$ cat config.mk
export PLATFORM = sky130hd
export DESIGN_NAME = chacha_inv_quarter_round
export DESIGN_NICKNAME = d
export VERILOG_FILES = /design/src/rtl/chacha_pkg.sv /design/src/rtl/chacha_inv_qr_step.sv /design/src/rtl/chacha_inv_quarter_round.sv
export SDC_FILE = /design/constraint.sdc
export NUM_CORES = 1
export LEC_CHECK = 0
export CORE_UTILIZATION = 55
export DETAILED_ROUTE_END_ITERATION = 8
export GPL_TIMING_DRIVEN = 0
export PLACE_DENSITY = 0.95
export SKIP_LAST_GASP = 1
export SYNTH_ARGS = -nofsm -noshare
export SYNTH_HDL_FRONTEND = slang
export SYNTH_HIERARCHICAL = 1
export SYNTH_SLANG_ARGS = --single-unit
$ cat constraint.sdc
create_clock -name aclk -period 11.1 [get_ports aclk]
set_input_delay 2.775 -clock aclk [delete_from_list [all_inputs] [get_ports aclk]]
set_output_delay 2.775 -clock aclk [all_outputs]
set_load 0.005 [all_outputs]
$ cat src/rtl/chacha_pkg.sv
// rtl/chacha_pkg.sv - shared types, rotation table and forward quarter round for the ChaCha inverse block
package chacha_pkg;

  typedef struct packed {
    logic [31:0] a;
    logic [31:0] b;
    logic [31:0] c;
    logic [31:0] d;
  } qr_words_t;

  typedef enum logic [1:0] {
    IDLE = 2'd0,
    RUN  = 2'd1,
    DONE = 2'd2
  } iqr_state_t;

  // Entries 0/1 rotate b (first/second use), entries 2/3 rotate d.
  localparam int IQR_ROT[4] = '{7, 12, 8, 16};

  function automatic logic [31:0] rotl32(input logic [31:0] x, input int n);
    return (x << n) | (x >> (32 - n));
  endfunction

  function automatic logic [31:0] rotr32(input logic [31:0] x, input int n);
    return (x >> n) | (x << (32 - n));
  endfunction

  function automatic qr_words_t qr_fwd(input qr_words_t w);
    qr_words_t r;
    r   = w;
    r.a = r.a + r.b;
    r.d = rotl32(r.d ^ r.a, IQR_ROT[3]);
    r.c = r.c + r.d;
    r.b = rotl32(r.b ^ r.c, IQR_ROT[1]);
    r.a = r.a + r.b;
    r.d = rotl32(r.d ^ r.a, IQR_ROT[2]);
    r.c = r.c + r.d;
    r.b = rotl32(r.b ^ r.c, IQR_ROT[0]);
    return r;
  endfunction

endpackage

$ cat src/rtl/chacha_inv_qr_step.sv
// rtl/chacha_inv_qr_step.sv - one combinational inverse quarter-round sub-step selected by k_i
module chacha_inv_qr_step
  import chacha_pkg::*;
(
  input  logic [1:0] k_i,
  input  qr_words_t  w_i,
  output qr_words_t  w_o
);

  // Even k undoes a (b,c) pair, odd k undoes a (d,a) pair; k[1] picks the earlier-applied rotation.
  always_comb begin
    w_o = w_i;
    if (!k_i[0]) begin
      w_o.b = (k_i[1] ? rotr32(w_i.b, IQR_ROT[1]) : rotr32(w_i.b, IQR_ROT[0])) ^ w_i.c;
      w_o.c = w_i.c - w_i.d;
    end else begin
      w_o.d = (k_i[1] ? rotr32(w_i.d, IQR_ROT[3]) : rotr32(w_i.d, IQR_ROT[2])) ^ w_i.a;
      w_o.a = w_i.a - w_i.b;
    end
  end

endmodule

$ cat src/rtl/chacha_inv_quarter_round.sv
// rtl/chacha_inv_quarter_round.sv - iterative inverse ChaCha quarter round, one operation in flight
// Optional CHACHA_IQR_SELFCHECK_EN re-applies the forward round in DONE and flags mismatches on o_err.
module chacha_inv_quarter_round
  import chacha_pkg::*;
#(
  parameter int STEPS_PER_CYC = 1
) (
  input  logic        aclk,
  input  logic        arst,
  input  logic        i_valid,
  output logic        i_ready,
  input  logic [31:0] i_a,
  input  logic [31:0] i_b,
  input  logic [31:0] i_c,
  input  logic [31:0] i_d,
  output logic        o_valid,
  input  logic        o_ready,
  output logic [31:0] o_a,
  output logic [31:0] o_b,
  output logic [31:0] o_c,
  output logic [31:0] o_d,
  output logic        o_err
);

  if (!(STEPS_PER_CYC == 1 || STEPS_PER_CYC == 2 || STEPS_PER_CYC == 4)) begin : g_bad_steps
    $error("chacha_inv_quarter_round: STEPS_PER_CYC must be 1, 2 or 4");
  end

  localparam logic [1:0] STEP_INC = STEPS_PER_CYC[1:0];

  iqr_state_t state_q;
  logic [1:0] step_q;
  logic [1:0] step_d;
  qr_words_t  words_q;
  logic       i_ready_q;
  logic       o_valid_q;
  logic       accept;
  qr_words_t  chain [STEPS_PER_CYC + 1];

  assign accept   = (state_q == IDLE) && i_valid;
  assign chain[0] = words_q;
  assign step_d   = step_q + STEP_INC;

  for (genvar j = 0; j < STEPS_PER_CYC; j++) begin : g_step
    logic [1:0] k;
    assign k = step_q + 2'(j);
    chacha_inv_qr_step u_step (
      .k_i (k),
      .w_i (chain[j]),
      .w_o (chain[j + 1])
    );
  end

  // step wraps to 0 exactly when all four sub-steps have been applied.
  always_ff @(posedge aclk or posedge arst) begin
    if (arst) begin
      state_q   <= IDLE;
      step_q    <= 2'd0;
      words_q   <= '0;
      i_ready_q <= 1'b1;
      o_valid_q <= 1'b0;
    end else begin
      case (state_q)
        IDLE: begin
          if (accept) begin
            words_q   <= '{a: i_a, b: i_b, c: i_c, d: i_d};
            step_q    <= 2'd0;
            state_q   <= RUN;
            i_ready_q <= 1'b0;
          end
        end
        RUN: begin
          words_q <= chain[STEPS_PER_CYC];
          step_q  <= step_d;
          if (step_d == 2'd0) begin
            state_q   <= DONE;
            o_valid_q <= 1'b1;
          end
        end
        DONE: begin
          if (o_ready) begin
            state_q   <= IDLE;
            o_valid_q <= 1'b0;
            i_ready_q <= 1'b1;
          end
        end
        default: begin
          state_q   <= IDLE;
          o_valid_q <= 1'b0;
          i_ready_q <= 1'b1;
        end
      endcase
    end
  end

  assign i_ready = i_ready_q;
  assign o_valid = o_valid_q;
  assign o_a     = words_q.a;
  assign o_b     = words_q.b;
  assign o_c     = words_q.c;
  assign o_d     = words_q.d;

`ifdef CHACHA_IQR_SELFCHECK_EN
  qr_words_t shadow_q;
  qr_words_t fwd_chk;

  always_ff @(posedge aclk or posedge arst) begin
    if (arst) begin
      shadow_q <= '0;
    end else if (accept) begin
      shadow_q <= '{a: i_a, b: i_b, c: i_c, d: i_d};
    end
  end

  assign fwd_chk = qr_fwd(words_q);
  assign o_err   = (state_q == DONE) && (fwd_chk != shadow_q);
`else
  assign o_err = 1'b0;
`endif

endmodule
Fig. 1: met3 routing
The bar under the picture is 50 um long.
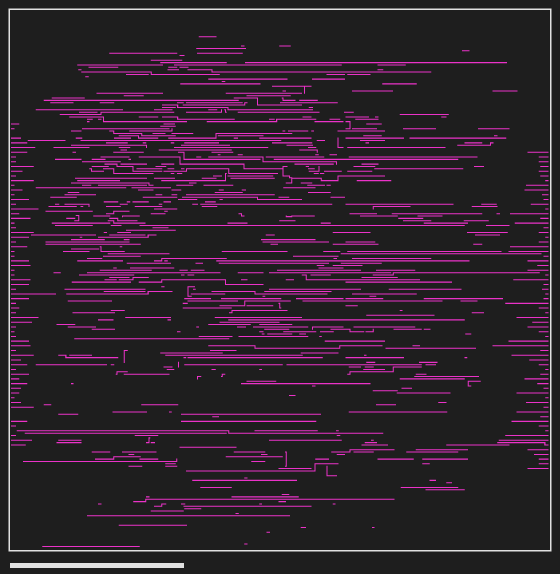
longest straight run: 93.4 um
main direction: horizontal
nets with wire on the layer: 458
share of all routed wire: 12%
wire length on this layer: 6660 um

Fig. 2: met1 routing
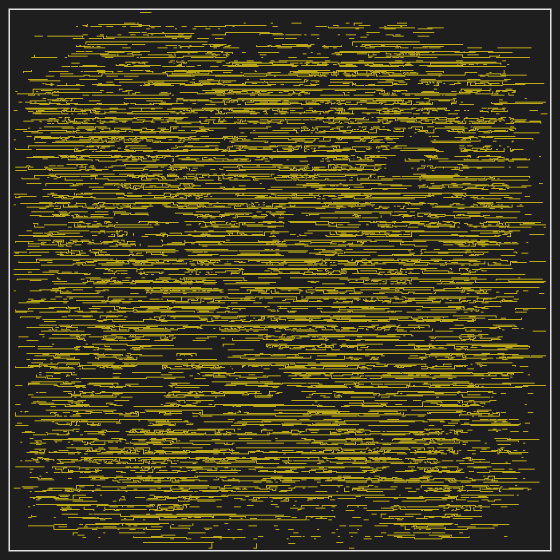
longest straight run: 83.3 um
nets with wire on the layer: 1873
wire length on this layer: 20.4 mm
main direction: horizontal

Fig. 3: cell classes on the final placement
Fill, decap, tap and diode cells in gray.
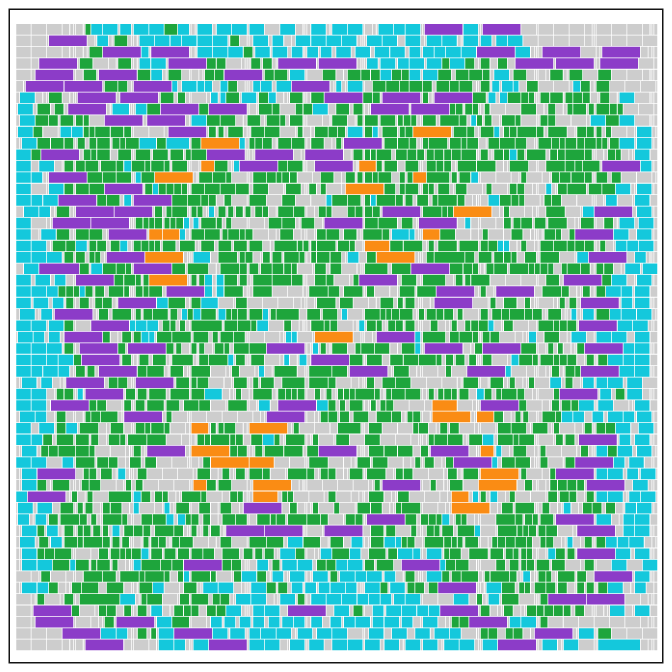
legend:
  remaining logic cells:
    color: green
    cells: 1191
    share_of_their_area: 50%
  remaining buffers and delay cells:
    color: cyan
    cells: 496
    share_of_their_area: 25%
  clock drivers and dummy loads:
    color: orange
    cells: 32
    share_of_their_area: 3.7%
  registers:
    color: purple
    cells: 134
    share_of_their_area: 21%

Fig. 4: signal metal coverage by tile
The bar under the picture is 50 um long. 31 x 31 tiles, from dark blue (low) to red (high), scaled to the fullest tile. Values are wire area over tile area, all layers added.
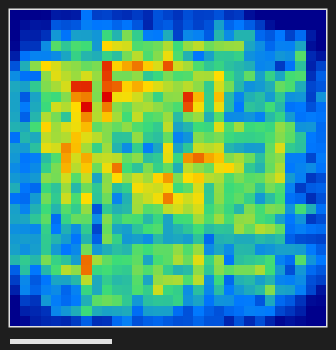
densest ninth of the die: center
tiles over half the peak: 37%
nearly empty tiles: 3.3%
fullest tile: 0.93
mean over tiles: 0.39
detail-routed net length per standard cell: 24.8 um
via count: 14000
sum of routed wire length over all layers: 53.7 mm

==> flow_summary.toml <==
# physical design summary
[status]
outcome = "completed"

[layout]
layout.cells.most_common_list = "clkdlybuf4s50_1, o22ai_1, buf_4"
layoutNonFillerInstCount = 2167
final_cell_area_mm2 = 0.0166

[timing]
totalNegativeSetupSlack_ns = 0
min_period_over_period_pct = 42.3
setup_violations = 0
hold-worst-slack_ns = 0.520
clock.fmax_ghz = 0.213
final_critical_path_setup_slack_ns = 6.40
finalCriticalPeriod_ns = 4.70

[min_path]
hp-start = "i_ready$_DFFE_PP1P_"

[synthesis]
ys_sh_mux_pct = 7.60
largest_type_area_fraction_pct = 25.7
synth_simple_gate_area_share_pct = 8.37
synthesis.yosys.warnings = 6
synthesis.nets = 1757
async_reset_ff_share_pct = 100

[global_routing]
grt.busiest_layer = "met2"
grt_start_max_net_pins = 75

[floorplanning]
floorplan.die.width_um = 156
die-height_um = 156

[clock_tree]
cts_tree = "built"
worstSkewPairLatency_ns = 0.44

[routing]
remaining_drc_errors = 0
viasPerCell = 6.47
drt_pre_antenna_iters = 6

[critical_path]
critical_path.slowest_cell = "dfrtp_1"
crit_path_cell_trace = "buf_4, clkdlybuf4s50_1"
worstSetupEndpoint = "o_b[25]"
reg2reg_depth = 14

[run]
max_cap_viols = 0
-- flip-flops by register name, summed over array words and instances (netlist names) --
signal,count
o_b,32
o_c,32
state_q,2
i_ready,1
o_valid,1
o_d,32
o_a,32
step_q,2
-- cell families after synthesis --
group / count (synthesis)
flip-flops: 134
buffers and inverters: 318
XOR/XNOR: 119
AND-OR/OR-AND: 588
multiplexers: 95
AND/OR/NAND/NOR: 240
adder cells (fa/ha/maj): 65
other: 1
-- cell type report --
cell class                 instances  area [um2]
fill                            1801        6310
antenna                            1        2.50
sequential                       134        3350
multi-input combinational       1108        7810
clock inverter                    15         176
buffer                           235        1500
timing repair buffer             261        2630
tap                              313         392
clock buffer                      17         425
inverter                          83         317
-- tightest hold or removal path, cell delays in order (launching register included) --
cell and delay [ns]:
dfstp_2 0.39, nor2_1 0.08, a21oi_1 0.05
